`config.mk`:
```
export PLATFORM = sky130hd
export DESIGN_NAME = wave_mem_ctrl
export DESIGN_NICKNAME = d
export VERILOG_FILES = /design/src/rtl/wave_pkg.sv /design/src/rtl/wave_rate_gen.sv /design/src/rtl/wave_mem_ctrl.sv
export SDC_FILE = /design/constraint.sdc
export NUM_CORES = 1
export LEC_CHECK = 0
export CAP_MARGIN = 10
export CORE_UTILIZATION = 50
export DETAILED_ROUTE_END_ITERATION = 12
export GPL_ROUTABILITY_DRIVEN = 0
export GPL_TIMING_DRIVEN = 0
export PLACE_DENSITY = 0.86
export SETUP_SLACK_MARGIN = 0.05
export SLEW_MARGIN = 20
export SYNTH_ARGS = -nofsm -noshare
export SYNTH_HDL_FRONTEND = slang
export SYNTH_HIERARCHICAL = 1
export SYNTH_SLANG_ARGS = --single-unit
```
`constraint.sdc`:
```
create_clock -name clk_100MHz -period 2.9 [get_ports clk_100MHz]
set_input_delay 0.435 -clock clk_100MHz [delete_from_list [all_inputs] [get_ports clk_100MHz]]
set_output_delay 0.435 -clock clk_100MHz [all_outputs]
set_load 0.01 [all_outputs]
```
`src/rtl/wave_pkg.sv`:
```
// rtl/wave_pkg.sv - shared constants and state encoding for the waveform RAM sequencer
package wave_pkg;

    localparam int ADDR_W_DEF = 8;
    localparam int DATA_W_DEF = 14;
    localparam int DIV_W_DEF  = 16;
    localparam int TABLE_MAX  = 1 << ADDR_W_DEF;

    typedef enum logic [1:0] {
        ST_IDLE = 2'd0,
        ST_LOAD = 2'd1,
        ST_PLAY = 2'd2
    } state_t;

endpackage

```
`src/rtl/wave_rate_gen.sv`:
```
// rtl/wave_rate_gen.sv - playback prescaler producing a one-cycle advance strobe every rate_div+1 cycles
module wave_rate_gen #(
    parameter int DIV_W = 16
) (
    input  logic             clk,
    input  logic             rst_n,
    input  logic             clear,
    input  logic             run,
    input  logic [DIV_W-1:0] rate_div,
    output logic             tick
);

    logic [DIV_W-1:0] div_q;
    logic [DIV_W-1:0] cnt;

    // The divider is captured on clear so a host change mid-playback cannot glitch the period.
    always_ff @(posedge clk or negedge rst_n) begin
        if (!rst_n) begin
            cnt   <= '0;
            div_q <= '0;
        end else if (clear) begin
            cnt   <= '0;
            div_q <= rate_div;
        end else if (run) begin
            cnt <= (cnt == div_q) ? '0 : cnt + 1'b1;
        end
    end

    assign tick = run && (cnt == div_q);

endmodule

```
`src/rtl/wave_mem_ctrl.sv`:
```
// rtl/wave_mem_ctrl.sv - time-shares the single-port waveform RAM between host table load and cyclic playback
module wave_mem_ctrl
    import wave_pkg::*;
#(
    parameter int ADDR_W = ADDR_W_DEF,
    parameter int DATA_W = DATA_W_DEF,
    parameter int DIV_W  = DIV_W_DEF
) (
    input  logic              clk_100MHz,
    input  logic              rst_n,
    input  logic [ADDR_W:0]   cfg_len,
    input  logic [DIV_W-1:0]  rate_div,
    input  logic              load_start,
    input  logic              wr_valid,
    input  logic [DATA_W-1:0] wr_data,
    output logic              wr_ready,
    output logic              load_done,
    input  logic              play_en,
    output logic              busy,
    output logic [1:0]        state,
    output logic [DATA_W-1:0] sample,
    output logic              sample_valid,
    output logic              mem_wea,
    output logic [ADDR_W-1:0] mem_addra,
    output logic [DATA_W-1:0] mem_dina,
    input  logic [DATA_W-1:0] mem_douta
);

    state_t              cur_state;
    state_t              next_state;
    logic [ADDR_W-1:0]   idx;
    logic [ADDR_W-1:0]   last_q;
    logic [1:0]          tag;
    logic                tick;
    logic                start_load;
    logic                start_play;
    logic                load_fire;
    logic                load_last;
    logic                play_run;

    // Length 0 behaves as 1; anything at or above the table size ends on the top address.
    function automatic logic [ADDR_W-1:0] last_index(input logic [ADDR_W:0] len);
        if (len == '0)
            return '0;
        else if (len[ADDR_W])
            return '1;
        else
            return ADDR_W'(len - 1'b1);
    endfunction

    assign start_load = (cur_state == ST_IDLE) && load_start;
    assign start_play = (cur_state == ST_IDLE) && !load_start && play_en;
    assign load_fire  = (cur_state == ST_LOAD) && wr_valid;
    assign load_last  = load_fire && (idx == last_q);
    assign play_run   = (cur_state == ST_PLAY) && play_en;

    wave_rate_gen #(
        .DIV_W(DIV_W)
    ) u_rate_gen (
        .clk      (clk_100MHz),
        .rst_n    (rst_n),
        .clear    (start_play),
        .run      (cur_state == ST_PLAY),
        .rate_div (rate_div),
        .tick     (tick)
    );

    always_ff @(posedge clk_100MHz or negedge rst_n) begin
        if (!rst_n)
            cur_state <= ST_IDLE;
        else
            cur_state <= next_state;
    end

    always_comb begin
        next_state = cur_state;
        case (cur_state)
            ST_IDLE: begin
                if (load_start)
                    next_state = ST_LOAD;
                else if (play_en)
                    next_state = ST_PLAY;
            end
            ST_LOAD: if (load_last) next_state = ST_IDLE;
            ST_PLAY: if (!play_en)  next_state = ST_IDLE;
            default: next_state = ST_IDLE;
        endcase
    end

    always_comb begin
        busy     = (cur_state != ST_IDLE);
        wr_ready = (cur_state == ST_LOAD);
    end

    assign state = cur_state;

    // tag[0] travels with the issued address, tag[1] with the RAM's registered read data.
    always_ff @(posedge clk_100MHz or negedge rst_n) begin
        if (!rst_n) begin
            idx          <= '0;
            last_q       <= '0;
            tag          <= '0;
            mem_wea      <= 1'b0;
            mem_addra    <= '0;
            mem_dina     <= '0;
            load_done    <= 1'b0;
            sample       <= '0;
            sample_valid <= 1'b0;
        end else begin
            mem_wea      <= 1'b0;
            load_done    <= 1'b0;
            sample_valid <= 1'b0;

            if (start_load || start_play)
                last_q <= last_index(cfg_len);
            if (start_load)
                idx <= '0;

            if (start_play) begin
                mem_addra <= '0;
                tag       <= 2'b01;
            end else if (play_run) begin
                tag <= {tag[0], tick};
                if (tick)
                    mem_addra <= (mem_addra == last_q) ? '0 : mem_addra + 1'b1;
                if (tag[1]) begin
                    sample       <= mem_douta;
                    sample_valid <= 1'b1;
                end
            end else begin
                tag <= '0;
            end

            if (load_fire) begin
                mem_wea   <= 1'b1;
                mem_addra <= idx;
                mem_dina  <= wr_data;
                idx       <= idx + 1'b1;
            end
            if (load_last)
                load_done <= 1'b1;
        end
    end

endmodule

```
### The clock network, run 1

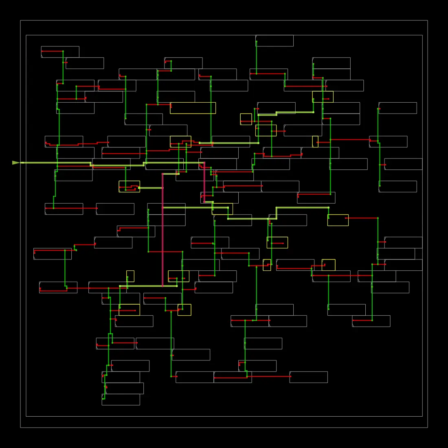
clk_skew: 0.0123 ns
number of flip-flops and latches: 91
total clock buffers created by CTS: 9
number of clock sinks seen by CTS: 91

### Cell classes on the final placement, run 1

Fill, decap, tap and diode cells in grey.
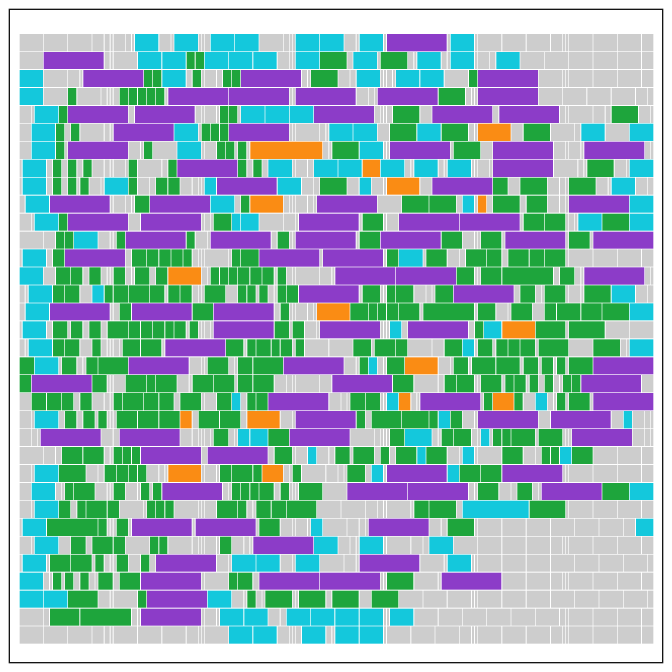
| colour | class | cells |
|---|---|---|
| cyan | other buffers and delay cells | 127 |
| green | all other logic | 345 |
| orange | clock drivers and dummy loads | 16 |
| purple | flops | 91 |

### Metal 3, run 1

Bar = 20 um.
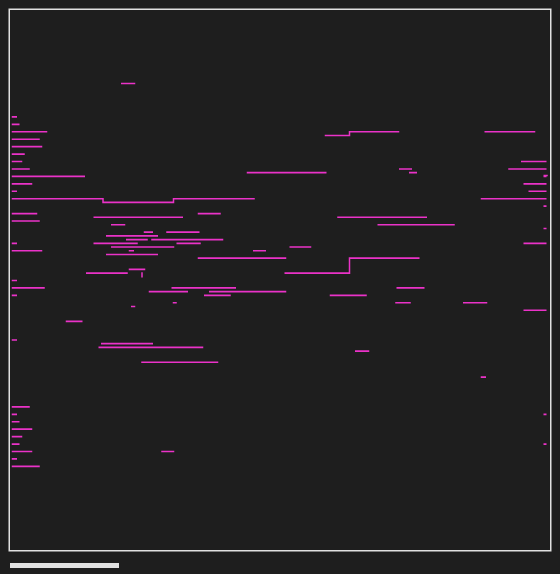
wire length on this layer: 495 um
nets with wire on the layer: 67
longest straight run: 18.9 um
share of all routed wire: 4.5%
total routed wirelength: 11000 um
met3 global-route usage: 4.18%
via count of the routed design: 3843

run 1: area by class of cell:
type,instances,area (um^2),share of cell area [%]
Timing Repair Buffer,102,1030,17.1
Clock buffer,10,128,2.11
Inverter,12,45.0,0.745
Buffer,25,128,2.11
Multi-Input combinational cell,333,2230,36.9
Clock inverter,6,65.1,1.08
Sequential cell,91,2280,37.7
Tap cell,108,135,2.24
run 1: metrics by stage:
step,worst slack (ns),hold slack [ns],area [um^2]
5_1_grt,0.101,0.0555,6040
3_3_place_gp,-1.85,0.459,5820
6_report,0.303,0.0297,6040
4_1_cts,0.133,0.0359,6030
2_1_floorplan,0.513,0.139,4680
3_5_place_dp,-0.200,0.424,5840
==> reports/README.md, run 1 <==
| Parameter | Reported |
|:---|:---|
| Post-DR wirelength/cell | 16.1 um |
| Cell area leaders | sky130_fd_sc_hd__dfrtp_1 (49%), sky130_fd_sc_hd__mux2_2 (7.5%), sky130_fd_sc_hd__nand2_1 (6.1%) |
| Maxcap violations | 0 |
| Total of fill cells in the finished design | 678 |
| Number of instances in the synthesized netlist | 462 |
| Sw Pwr | 1.34 mW |
| Simple-gate portion of the synthesized area | 19.6% |
| Buffers and inverters on the worst path | 5 |
| Final setup violation count | 0 |
| Share of flip-flops with an asynchronous set or reset after synthesis | 100% |
| Portion of synthesized cell area occupied by the leading cell type | 48.6% |
| Final cycle utilization of the critical path | 89.6% |
| Final cell utilization of the core | 68.0% |
| Power density relative to cell area | 659 mW/mm^2 |
| Setup slack of the most critical reg-to-reg path | 0.30 ns |
| Clock tree root driver cell | sky130_fd_sc_hd__clkbuf_8 |
| Wire length on met1 | 4450 um |
| Detailed-routing iteration count for the pre-antenna-repair pass | 4 |
| Transition time at the pin with the least slew margin | 0.491 ns |
| Share of synthesized area spent on multiplexers | 8.52% |
| Power of the combinational group | 1.20 mW |
| Die ar. | 0.00976 mm^2 |
| Setup repair after global routing missed its margin | false |
| Num rows | 34 |
| Sum of negative setup slack | 0 ns |
| Number of pins exceeding their max-slew limit in the final report | 0 |
| Cts-stage hold buffer count | 0 |
| Total instance count after detailed placement | 671 |
| Crit path DAT | 2.88 ns |
| Detailed-route vias per instance | 5.59 |
| Total clock network power | 0.852 mW |
| Cell taking the most area after synthesis | sky130_fd_sc_hd__dfrtp_1 |
| Relative area change from synthesis to final layout | 29.1% |
| Synthesized-area fraction occupied by xor and xnor cells | 8.23% |
| Top Usage Layer GRT | met2 |
| Kind of cell adding the most delay to the critical path | buffers and inverters |
| Antenna Nets Post-Route | 0 |
| Final critical delay including setup and external delays | 2.60 ns |
| Number of H-tree levels | 3 |
| Initial drt markers | 151 |
| Max-slew headroom at the worst pin | 67.3% |
| Maximum number of pins on one net before global-route repair | 58 |
| Top Registers | u_rate_gen/cnt (16), u_rate_gen/div_q (16) |
| Peak VDD IR | 397 uV |
| Height of the die | 98.8 um |
| Avg Inst Size Synth | 10.1 um^2 |
| Yosys Instances | 462 |
| Critical register-to-register path startpoint | state[1]$_DFFE_PN0P_ |
| Final hold violation count | 0 |
| Initial Utilization | 52.7% |
| Sequential Power Share | 48.4% |
| Share of power burned in combinational logic | 30.2% |
| Min-delay worst type | input pin to async pin |
| Dominant kind of combinational cell | simple AND/OR/NAND/NOR gates |
| Bufs on Longest Clock Path | 2 |
| Clock latency on the worst-skew pair | 0.36 ns |
| Synth Net Count | 525 |
| Net total in the final layout | 637 |
| Depth of the worst register-to-register path | 11 |
| Distinct cell type count after synthesis | 54 |
| Number of gates resized after cts | 1 |
| Most used standard cells in the synthesized netlist | sky130_fd_sc_hd__dfrtp_1 (91), sky130_fd_sc_hd__nand2_1 (76), sky130_fd_sc_hd__mux2_2 (31) |
| Status | completed |
| Series of cell instances along the critical path | buf_2 -> inv_1 -> nor2_1 -> clkbuf_1 -> clkbuf_2 -> and2_1 -> o211ai_2 -> buf_2 -> nor2_1 -> nand3_1 -> a21oi_1 |
| Largest power group | sequential cells |
| Critical path endpoint category | flip-flop |
| Worst Path Class, Setup | flip-flop to flip-flop |
| Placeable core region | 0.00889 mm^2 |
| Number of global-route vias before repair | 3909 |
| Routed length on met2 | 5920 um |
| Number of setup buffers added after CTS | 0 |
| Total length of routed met3 wires | 495 um |
| Sequential cell area fraction in the yosys report | 48.6% |
| Post-detailed-route DRC marker count | 0 |
| Top-count cell post-synth | sky130_fd_sc_hd__dfrtp_1 |
| Number of warnings in the stage logs | 27 |
| Global route overflow | 0 |
| CTS tree | yes |
| Int Power | 2.64 mW |
| Top layer used by detailed routing | met4 |
| Summed standard-cell area reported by yosys | 0.00468 mm^2 |
| IO Port Bufs | 100 |
| Clock slew at the register clock pins of the worst setup and hold paths | 0.09 ns |
| Largest fanout of any net on the critical path | 19 |
| Required time of the worst setup path | 3.18 ns |
| Tally of yosys warning messages | 6 |
| Dominant register cell in the synthesized netlist | sky130_fd_sc_hd__dfrtp_1 |
| Clk network pwr share | 21.4% |
| Sw frac | 33.6% |
| Met2 track demand over resource | 42.7% |
| Ant. Diodes | 0 |
| Standard cell with the maximum stage delay on the critical path | sky130_fd_sc_hd__clkbuf_2 |
| Leading cell types in the layout, fill and taps excluded | sky130_fd_sc_hd__clkdlybuf4s50_1 (99), sky130_fd_sc_hd__dfrtp_1 (91), sky130_fd_sc_hd__nand2_1 (76) |
| Category of the worst setup path launch point | flip-flop |
| Most numerous logic cell after layout | sky130_fd_sc_hd__clkdlybuf4s50_1 |
| Die width | 98.8 um |
| Post-synthesis adder-cell area fraction | 1.34% |
| Power Sequential | 1.93 mW |
| GRT Resource Usage Total | 23.6% |
| Number of antenna violations at the first check in global routing | 0 |
| Endpoint of the most critical register-to-register path | mem_addra[0]$_DFFE_PN0P_ |
| F_max | 385 MHz |
### Metal 1, run 1

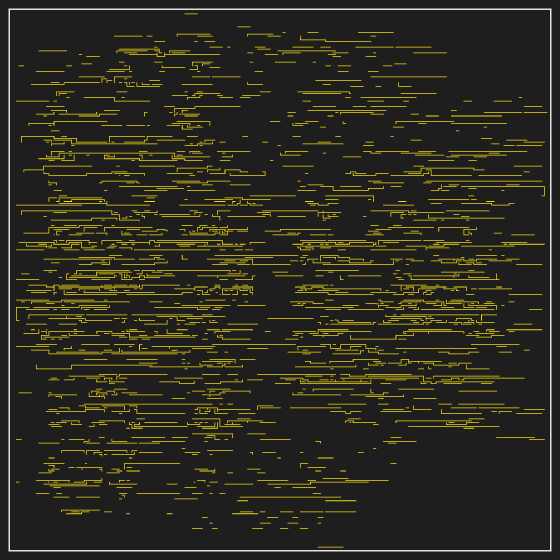

==> run 2: changes to the inputs <==
- MAX_ROUTING_LAYER: default -> met4
- PLACE_DENSITY: 0.86 -> 0.87
- SYNTH_HIERARCHICAL: 1 -> default
- clock period: 2.9 -> 3 ns (I/O delays scaled with it)
### Metal 1, run 2

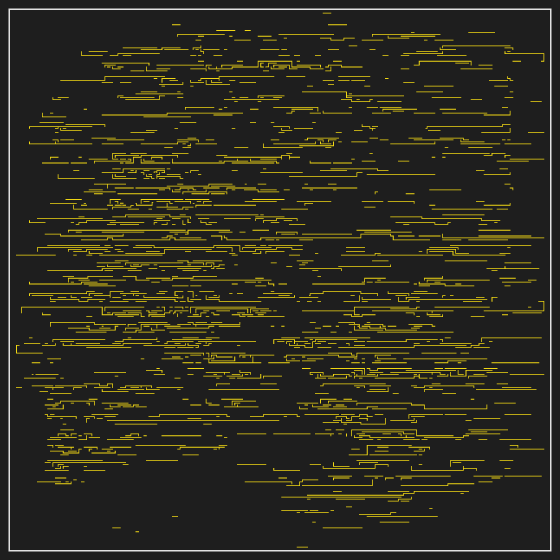
longest straight run: 30.4 um
share of all routed wire: 42%

### The clock network, run 2

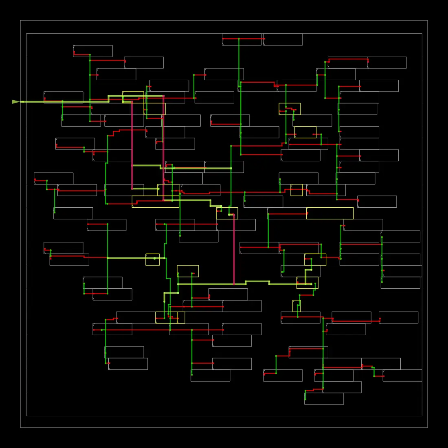
clock latency on the worst-skew pair: 0.36 ns
number of clock-tree buffers in the layout: 10
clk_skew: 0.00876 ns
total clock network power: 0.930 mW

==> run 2 against run 1 <==
Effect of this change:
- power decreased by 5.0%
- clock skew decreased by 0.0035 ns
- synthesized cell count decreased by 5.8%
- sequential share of layout area increased by 1.9 points
- critical path depth decreased by 4
- synthesized area decreased by 6.5%
- clock power increased by 9.2%
- routed wire length decreased by 8.3%
- flip-flop count unchanged
- first-iteration DRC count increased by 12%
- register-to-register slack improved by 0.22 ns
- worst setup slack improved by 0.21 ns
- critical endpoint is now u_rate_gen.cnt[9]$_DFFE_PN0P_
- largest cell class unchanged
==> reports/README.md, run 2 <==
| Parameter | Reported |
|:---|:---|
| Status | completed |
| Share of flip-flops with an asynchronous set or reset after synthesis | 100% |
| Final cycle utilization of the critical path | 83.0% |
| Net total in the final layout | 609 |
| Global routing met1 resource utilization | 29.6% |
| Total instance count after detailed placement | 640 |
| Total clock buffers created by CTS | 9 |
| Clk network pwr share | 24.6% |
| Kind of cell adding the most delay to the critical path | simple AND/OR/NAND/NOR gates |
| Antenna Nets Post-Route | 0 |
| Cts-stage hold buffer count | 0 |
| Standby leakage power | 2.58 nW |
| Int Power | 2.58 mW |
| Number of stages on the worst setup path | 7 |
| Leading cell types in the layout, fill and taps excluded | sky130_fd_sc_hd__clkdlybuf4s50_1 (98), sky130_fd_sc_hd__dfrtp_1 (91), sky130_fd_sc_hd__nand2_1 (82) |
| Simple-gate portion of the synthesized area | 19.9% |
| Final critical delay including setup and external delays | 2.49 ns |
| Sequential Power Share | 47.2% |
| First-pass GRT wire length | 16200 um |
| Cell taking the most area after synthesis | sky130_fd_sc_hd__dfrtp_1 |
| Cell Area, Placed | 0.00553 mm^2 |
| Detailed-routing iteration count for the pre-antenna-repair pass | 5 |
| Power density relative to cell area | 658 mW/mm^2 |
| Number of warnings in the stage logs | 27 |
| Number of setup buffers added after CTS | 0 |
| Standard cell with the maximum stage delay on the critical path | sky130_fd_sc_hd__clkdlybuf4s50_1 |
| CTS tree | yes |
| Cell area leaders | sky130_fd_sc_hd__dfrtp_1 (52%), sky130_fd_sc_hd__mux2_2 (7.7%), sky130_fd_sc_hd__nand2_1 (7.0%) |
| Number of antenna violations at the first check in global routing | 0 |
| Die ar. | 0.00914 mm^2 |
| Total length of routed met3 wires | 562 um |
| Clock network area share | 3.89% |
| Met3 global-route usage | 4.47% |
| IO Port Bufs | 99 |
| Final WS setup | 0.509 ns |
| Final hold violation count | 0 |
| Number of top-level pins | 101 |
| Register fraction of the total cell area | 39.6% |
| Detailed-route vias per instance | 5.48 |
| Clock tree root driver cell | sky130_fd_sc_hd__clkbuf_8 |
| Maxcap violations | 0 |
| Worst Path Class, Setup | input pin to flip-flop |
| Depth of the worst register-to-register path | 7 |
| Synthesized-area fraction occupied by xor and xnor cells | 9.60% |
| Transition time at the pin with the least slew margin | 0.637 ns |
| Final setup violation count | 0 |
| Dominant register cell in the synthesized netlist | sky130_fd_sc_hd__dfrtp_1 |
| Die width | 95.6 um |
| Min-delay worst type | input pin to async pin |
| Max-slew headroom at the worst pin | 57.3% |
| Hold Worst Slack | 0.0853 ns |
| Sum of internal, switching and leakage power | 3.78 mW |
| Number of flip-flops and latches | 91 |
| Post-placement worst setup slack | 0.188 ns |
| Crit path DAT | 2.72 ns |
| Initial Utilization | 52.5% |
| Post-detailed-route DRC marker count | 0 |
| Series of cell instances along the critical path | clkdlybuf4s50_1 -> nor2b_1 -> and2_1 -> clkbuf_1 -> nor2_1 -> nor2_2 -> nor2_1 |
| Initial drt markers | 169 |
| Post-route design area | 0.00575 mm^2 |
| Sequential cell area fraction in the yosys report | 52.0% |
| Number of synthesized register bits | 91 |
| Count of inverters not on the clock network in the layout | 10 |
| Sw frac | 31.8% |
| Share of power burned in combinational logic | 28.2% |
| Top Registers | u_rate_gen.cnt (16), u_rate_gen.div_q (16) |
| Top layer used by detailed routing | met4 |
| Number of global-route vias before repair | 3443 |
| Setup slack of the most critical reg-to-reg path | 0.52 ns |
| Critical path endpoint category | flip-flop |
| Avg Inst Size Synth | 10.1 um^2 |
| Most numerous logic cell after layout | sky130_fd_sc_hd__clkdlybuf4s50_1 |
| Peak VDD IR | 436 uV |
| Required time of the worst setup path | 3.23 ns |
| Number of pins exceeding their max-slew limit in the final report | 0 |
| Critical register-to-register path startpoint | state[0]$_DFFE_PN0P_ |
| Summed standard-cell area reported by yosys | 0.00438 mm^2 |
| Largest fanout of any net on the critical path | 10 |
| Met2 track demand over resource | 40.1% |
| Highest cell delay on the worst timing path | 0.58 ns |
| Num tapcells | 105 |
| Total of fill cells in the finished design | 607 |
| Dominant kind of combinational cell | simple AND/OR/NAND/NOR gates |
| Post-DR wirelength/cell | 15.4 um |
| Complex Gates by Area | 7.14% |
| Final cell utilization of the core | 69.0% |
| Placeable core region | 0.00834 mm^2 |
| Total routed wirelength | 10100 um |
| Endpoint of the most critical register-to-register path | u_rate_gen.cnt[9]$_DFFE_PN0P_ |
| Global route overflow | 0 |
| Height of the die | 95.6 um |
| Routed length on met2 | 5200 um |
| Distinct cell type count after synthesis | 42 |
| Combinational gate count | 321 |
| Area of combinational cells with multiple inputs | 0.00201 mm^2 |
| Via count of the routed design | 3593 |
| Number of H-tree levels | 3 |
| Fraction of final layout cells sized beyond drive strength 1 | 10.7% |
| Buffers and inverters on the worst path | 2 |
| Top Usage Layer GRT | met2 |
| F_max | 401 MHz |
| Maximum number of pins on one net before global-route repair | 49 |
| Number of instances in the synthesized netlist | 435 |
| Wire length on met1 | 4240 um |
| Number of clock sinks seen by CTS | 91 |
| GRT Resource Usage Total | 23.9% |
| Tally of yosys warning messages | 0 |
| Non-clock buffers | 113 |
| Post-synthesis adder-cell area fraction | 1.43% |
| Share of synthesized area spent on multiplexers | 7.94% |
| Synth Net Count | 498 |
| Num rows | 33 |
| Setup repair after global routing missed its margin | false |
| Category of the worst setup path launch point | input pin |
| Number of gates resized after cts | 0 |
| Top-count cell post-synth | sky130_fd_sc_hd__dfrtp_1 |
| Sum of negative setup slack | 0 ns |
| Sw Pwr | 1.21 mW |
| Clock slew at the register clock pins of the worst setup and hold paths | 0.09 ns |
| Comb area share | 35.0% |
| Relative area change from synthesis to final layout | 31.3% |
| Non-Clock Buffer Area Fraction | 18.6% |
| Portion of synthesized cell area occupied by the leading cell type | 52.0% |
| Bufs on Longest Clock Path | 2 |
| Most used standard cells in the synthesized netlist | sky130_fd_sc_hd__dfrtp_1 (91), sky130_fd_sc_hd__nand2_1 (82), sky130_fd_sc_hd__xnor2_1 (34) |
| Ant. Diodes | 0 |
| Dominant kind of cell by area | flip-flops and latches |
| Sequential cell area in the final layout | 0.00228 mm^2 |
| Yosys Instances | 435 |
## run 2: cell types whose count changed in the layout (fill, tap and decap cells not counted), sizes merged, moves of 4 or more
| cell | change |
|---|---|
| nor4 | -7 |
| a21oi | -15 |
| nand2b | -4 |
| a211oi | -7 |
| o311ai | +4 |
| a2111oi | -5 |
| xnor2 | +4 |
| nand2 | +7 |
| nand3 | +5 |
| o21ai | +10 |
| buf | -10 |
| mux2i | -4 |
## run 2: power groups by stage
stage | Combinational [mW] | Clock [mW] | Sequential [mW]
after detailed placement | 1.06 | 0 | 1.81
after global placement | 1.02 | 0 | 1.79
after global routing | 1.18 | 1.00 | 1.82
final | 1.07 | 0.930 | 1.79
after CTS | 1.07 | 0.942 | 1.78
after floorplan | 0.657 | 0 | 1.76
### Cell classes on the final placement, run 2

Fill, decap, tap and diode cells in grey.
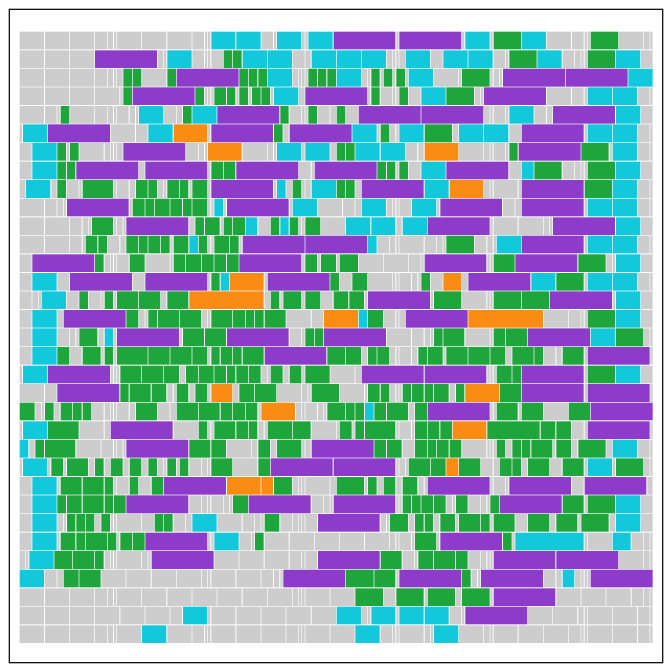

==> run 3: changes to the inputs <==
- clock period: 3 -> 2.4 ns (I/O delays scaled with it)
### Cell classes on the final placement, run 3

Fill, decap, tap and diode cells in grey.
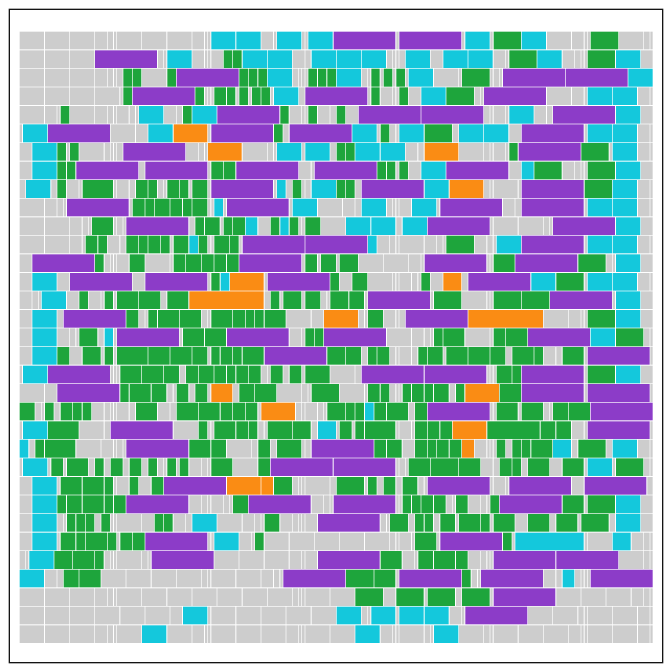
| colour | class | cells |
|---|---|---|
| cyan | other buffers and delay cells | 114 |
| green | all other logic | 331 |
| orange | clock drivers and dummy loads | 16 |
| purple | flops | 91 |

==> run 3 against run 2 <==
Effect of this change:
- the run now ends with hold timing left
- sequential share of layout area is 0.12 points lower
- clock-buffer cell count stayed put
- combinational power is 25% higher
- worst setup slack worse by 0.28 ns
- cell area is 0.30% higher
- flip-flop count stayed put
- first-iteration DRC count is 21% lower
- global-route usage stayed put
- non-clock buffer count is 1 higher
- synthesized area stayed put
- critical endpoint is now busy
==> reports/README.md, run 3 <==
| Parameter | Reported |
|:---|:---|
| Bufs on Longest Clock Path | 2 |
| IO Port Bufs | 99 |
| Number of setup buffers added after CTS | 0 |
| Share of flip-flops with an asynchronous set or reset after synthesis | 100% |
| Initial Utilization | 52.5% |
| Via count of the routed design | 3585 |
| Sum of negative setup slack | 0 ns |
| Die ar. | 0.00914 mm^2 |
| Distinct cell type count after synthesis | 42 |
| Share of synthesized area spent on multiplexers | 7.94% |
| Antenna Nets Post-Route | 0 |
| Number of antenna violations at the first check in global routing | 0 |
| Sum of internal, switching and leakage power | 4.74 mW |
| Die width | 95.6 um |
| Cell taking the most area after synthesis | sky130_fd_sc_hd__dfrtp_1 |
| Num tapcells | 105 |
| Final hold violation count | 29 |
| Number of clock sinks seen by CTS | 91 |
| Sequential Power Share | 47.2% |
| Crit path DAT | 1.81 ns |
| F_max | 461 MHz |
| Worst Path Class, Setup | flip-flop to primary output |
| Power of the combinational group | 1.34 mW |
| Area of combinational cells with multiple inputs | 0.00202 mm^2 |
| Buffers and inverters on the worst path | 3 |
| Power density relative to cell area | 821 mW/mm^2 |
| Most used standard cells in the synthesized netlist | sky130_fd_sc_hd__dfrtp_1 (91), sky130_fd_sc_hd__nand2_1 (82), sky130_fd_sc_hd__xnor2_1 (34) |
| Category of the worst setup path launch point | flip-flop |
| Net total in the final layout | 610 |
| Placeable core region | 0.00834 mm^2 |
| Number of synthesized register bits | 91 |
| Ant. Diodes | 0 |
| Initial drt markers | 134 |
| Final critical delay including setup and external delays | 2.17 ns |
| Post-DR wirelength/cell | 15.4 um |
| First-pass GRT wire length | 16200 um |
| Final cell utilization of the core | 69.2% |
| Top-count cell post-synth | sky130_fd_sc_hd__dfrtp_1 |
| Total instance count after detailed placement | 640 |
| Post-detailed-route DRC marker count | 0 |
| Non-clock buffers | 114 |
| Fraction of final layout cells sized beyond drive strength 1 | 11.2% |
| Required time of the worst setup path | 2.04 ns |
| Routed length on met2 | 5260 um |
| Met3 global-route usage | 4.47% |
| Int Power | 3.22 mW |
| Num rows | 33 |
| Number of flip-flops and latches | 91 |
| Number of clock-tree buffers in the layout | 10 |
| Portion of synthesized cell area occupied by the leading cell type | 52.0% |
| Relative area change from synthesis to final layout | 31.7% |
| Dominant kind of cell by area | flip-flops and latches |
| Total length of routed met3 wires | 553 um |
| Avg Inst Size Synth | 10.1 um^2 |
| Summed standard-cell area reported by yosys | 0.00438 mm^2 |
| Combinational gate count | 321 |
| Complex Gates by Area | 7.14% |
| Standby leakage power | 2.59 nW |
| Number of pins exceeding their max-slew limit in the final report | 0 |
| Cts-stage hold buffer count | 0 |
| Number of gates resized after cts | 0 |
| Wire length on met1 | 4210 um |
| Dominant register cell in the synthesized netlist | sky130_fd_sc_hd__dfrtp_1 |
| Number of warnings in the stage logs | 27 |
| Count of inverters not on the clock network in the layout | 10 |
| Sequential cell area fraction in the yosys report | 52.0% |
| Clock slew at the register clock pins of the worst setup and hold paths | 0.09 ns |
| Min-delay worst type | input pin to async pin |
| Dominant kind of combinational cell | simple AND/OR/NAND/NOR gates |
| Max-slew headroom at the worst pin | 57.5% |
| Number of H-tree levels | 3 |
| Post-synthesis adder-cell area fraction | 1.43% |
| Top Registers | u_rate_gen.cnt (16), u_rate_gen.div_q (16) |
| Share of power burned in combinational logic | 28.3% |
| Number of instances in the synthesized netlist | 435 |
| Maximum number of pins on one net before global-route repair | 49 |
| Number of global-route vias before repair | 3445 |
| Largest power group | sequential cells |
| Final setup violation count | 0 |
| Post-placement worst setup slack | -0.322 ns |
| Clk_skew | 0.00922 ns |
| Cell area leaders | sky130_fd_sc_hd__dfrtp_1 (52%), sky130_fd_sc_hd__mux2_2 (7.7%), sky130_fd_sc_hd__nand2_1 (7.0%) |
| CTS tree | yes |
| Number of top-level pins | 101 |
| Critical path endpoint category | primary output |
| Met2 track demand over resource | 40.1% |
| Maxcap violations | 0 |
| Height of the die | 95.6 um |
| Setup repair after global routing missed its margin | false |
| Power Sequential | 2.23 mW |
| Kind of cell adding the most delay to the critical path | buffers and inverters |
| Sequential cell area in the final layout | 0.00228 mm^2 |
| Simple-gate portion of the synthesized area | 19.9% |
| HPWL after detailed placement | 7440 um |
| Status | complete, but fails checks |
| Most numerous logic cell after layout | sky130_fd_sc_hd__clkdlybuf4s50_1 |
| Non-Clock Buffer Area Fraction | 18.7% |
| Total routed wirelength | 10100 um |
| Detailed-routing iteration count for the pre-antenna-repair pass | 5 |
| Peak VDD IR | 544 uV |
| Clk network pwr share | 24.6% |
| Register fraction of the total cell area | 39.5% |
| Final WS setup | 0.231 ns |
| Failing checks | hold timing |
| Global routing met1 resource utilization | 29.6% |
| Clock tree root driver cell | sky130_fd_sc_hd__clkbuf_8 |
| Cell Area, Placed | 0.00553 mm^2 |
| Comb area share | 35.0% |
| Post-route design area | 0.00577 mm^2 |
| Total clock network power | 1.16 mW |
| Sw Pwr | 1.51 mW |
| Yosys Instances | 435 |
| Total clock buffers created by CTS | 9 |
| Hold Worst Slack | -0.00737 ns |
| Series of cell instances along the critical path | clkbuf_1 -> nor2_1 -> inv_1 -> clkdlybuf4s50_1 |
| Detailed-route vias per instance | 5.46 |
| Highest cell delay on the worst timing path | 0.50 ns |
| Total of fill cells in the finished design | 610 |
| Synthesized-area fraction occupied by xor and xnor cells | 9.60% |
| Top layer used by detailed routing | met4 |
| Leading cell types in the layout, fill and taps excluded | sky130_fd_sc_hd__clkdlybuf4s50_1 (98), sky130_fd_sc_hd__dfrtp_1 (91), sky130_fd_sc_hd__nand2_1 (82) |
| Tally of yosys warning messages | 0 |
| Largest fanout of any net on the critical path | 8 |
| Global route overflow | 0 |
| Transition time at the pin with the least slew margin | 0.634 ns |
| Synth Net Count | 498 |
| Top Usage Layer GRT | met2 |
| Clock latency on the worst-skew pair | 0.36 ns |
| Final cycle utilization of the critical path | 90.4% |
| GRT Resource Usage Total | 23.9% |
| Sw frac | 32.0% |
| Clock network area share | 3.88% |
### Metal 1, run 3

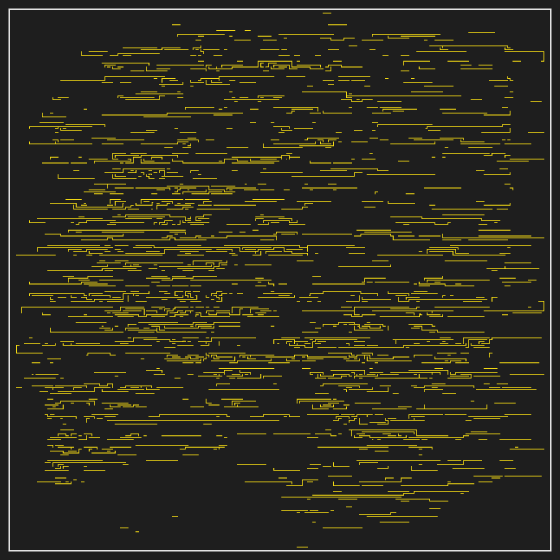
main direction: horizontal
nets with wire on the layer: 533
share of all routed wire: 42%

run 3: cell counts after synthesis:
No cell type changed its count.
run 3: path summary, 6_finish.rpt:
check | start | to | slack, ns | depth (start not counted)
max | state[0]$_DFFE_PN0P_ | busy | 0.23 | 4
min | rst_n | u_rate_gen.div_q[15]$_DFFE_PN0N_ | -0.007 | 1
max reg2reg | u_rate_gen.cnt[8]$_DFFE_PN0P_ | mem_addra[2]$_DFFE_PN0P_ | 0.23 | 7
min reg2reg | mem_dina[7]$_DFFE_PN0P_ | mem_dina[7]$_DFFE_PN0P_ | 0.48 | 2
max in group asynchronous | rst_n | mem_dina[0]$_DFFE_PN0P_ | 1.78 | 2
min in group clk_100MHz | cfg_len[8] | last_q[0]$_DFFE_PN0P_ | 0.40 | 3
Power is estimated from default activity; no workload was simulated.
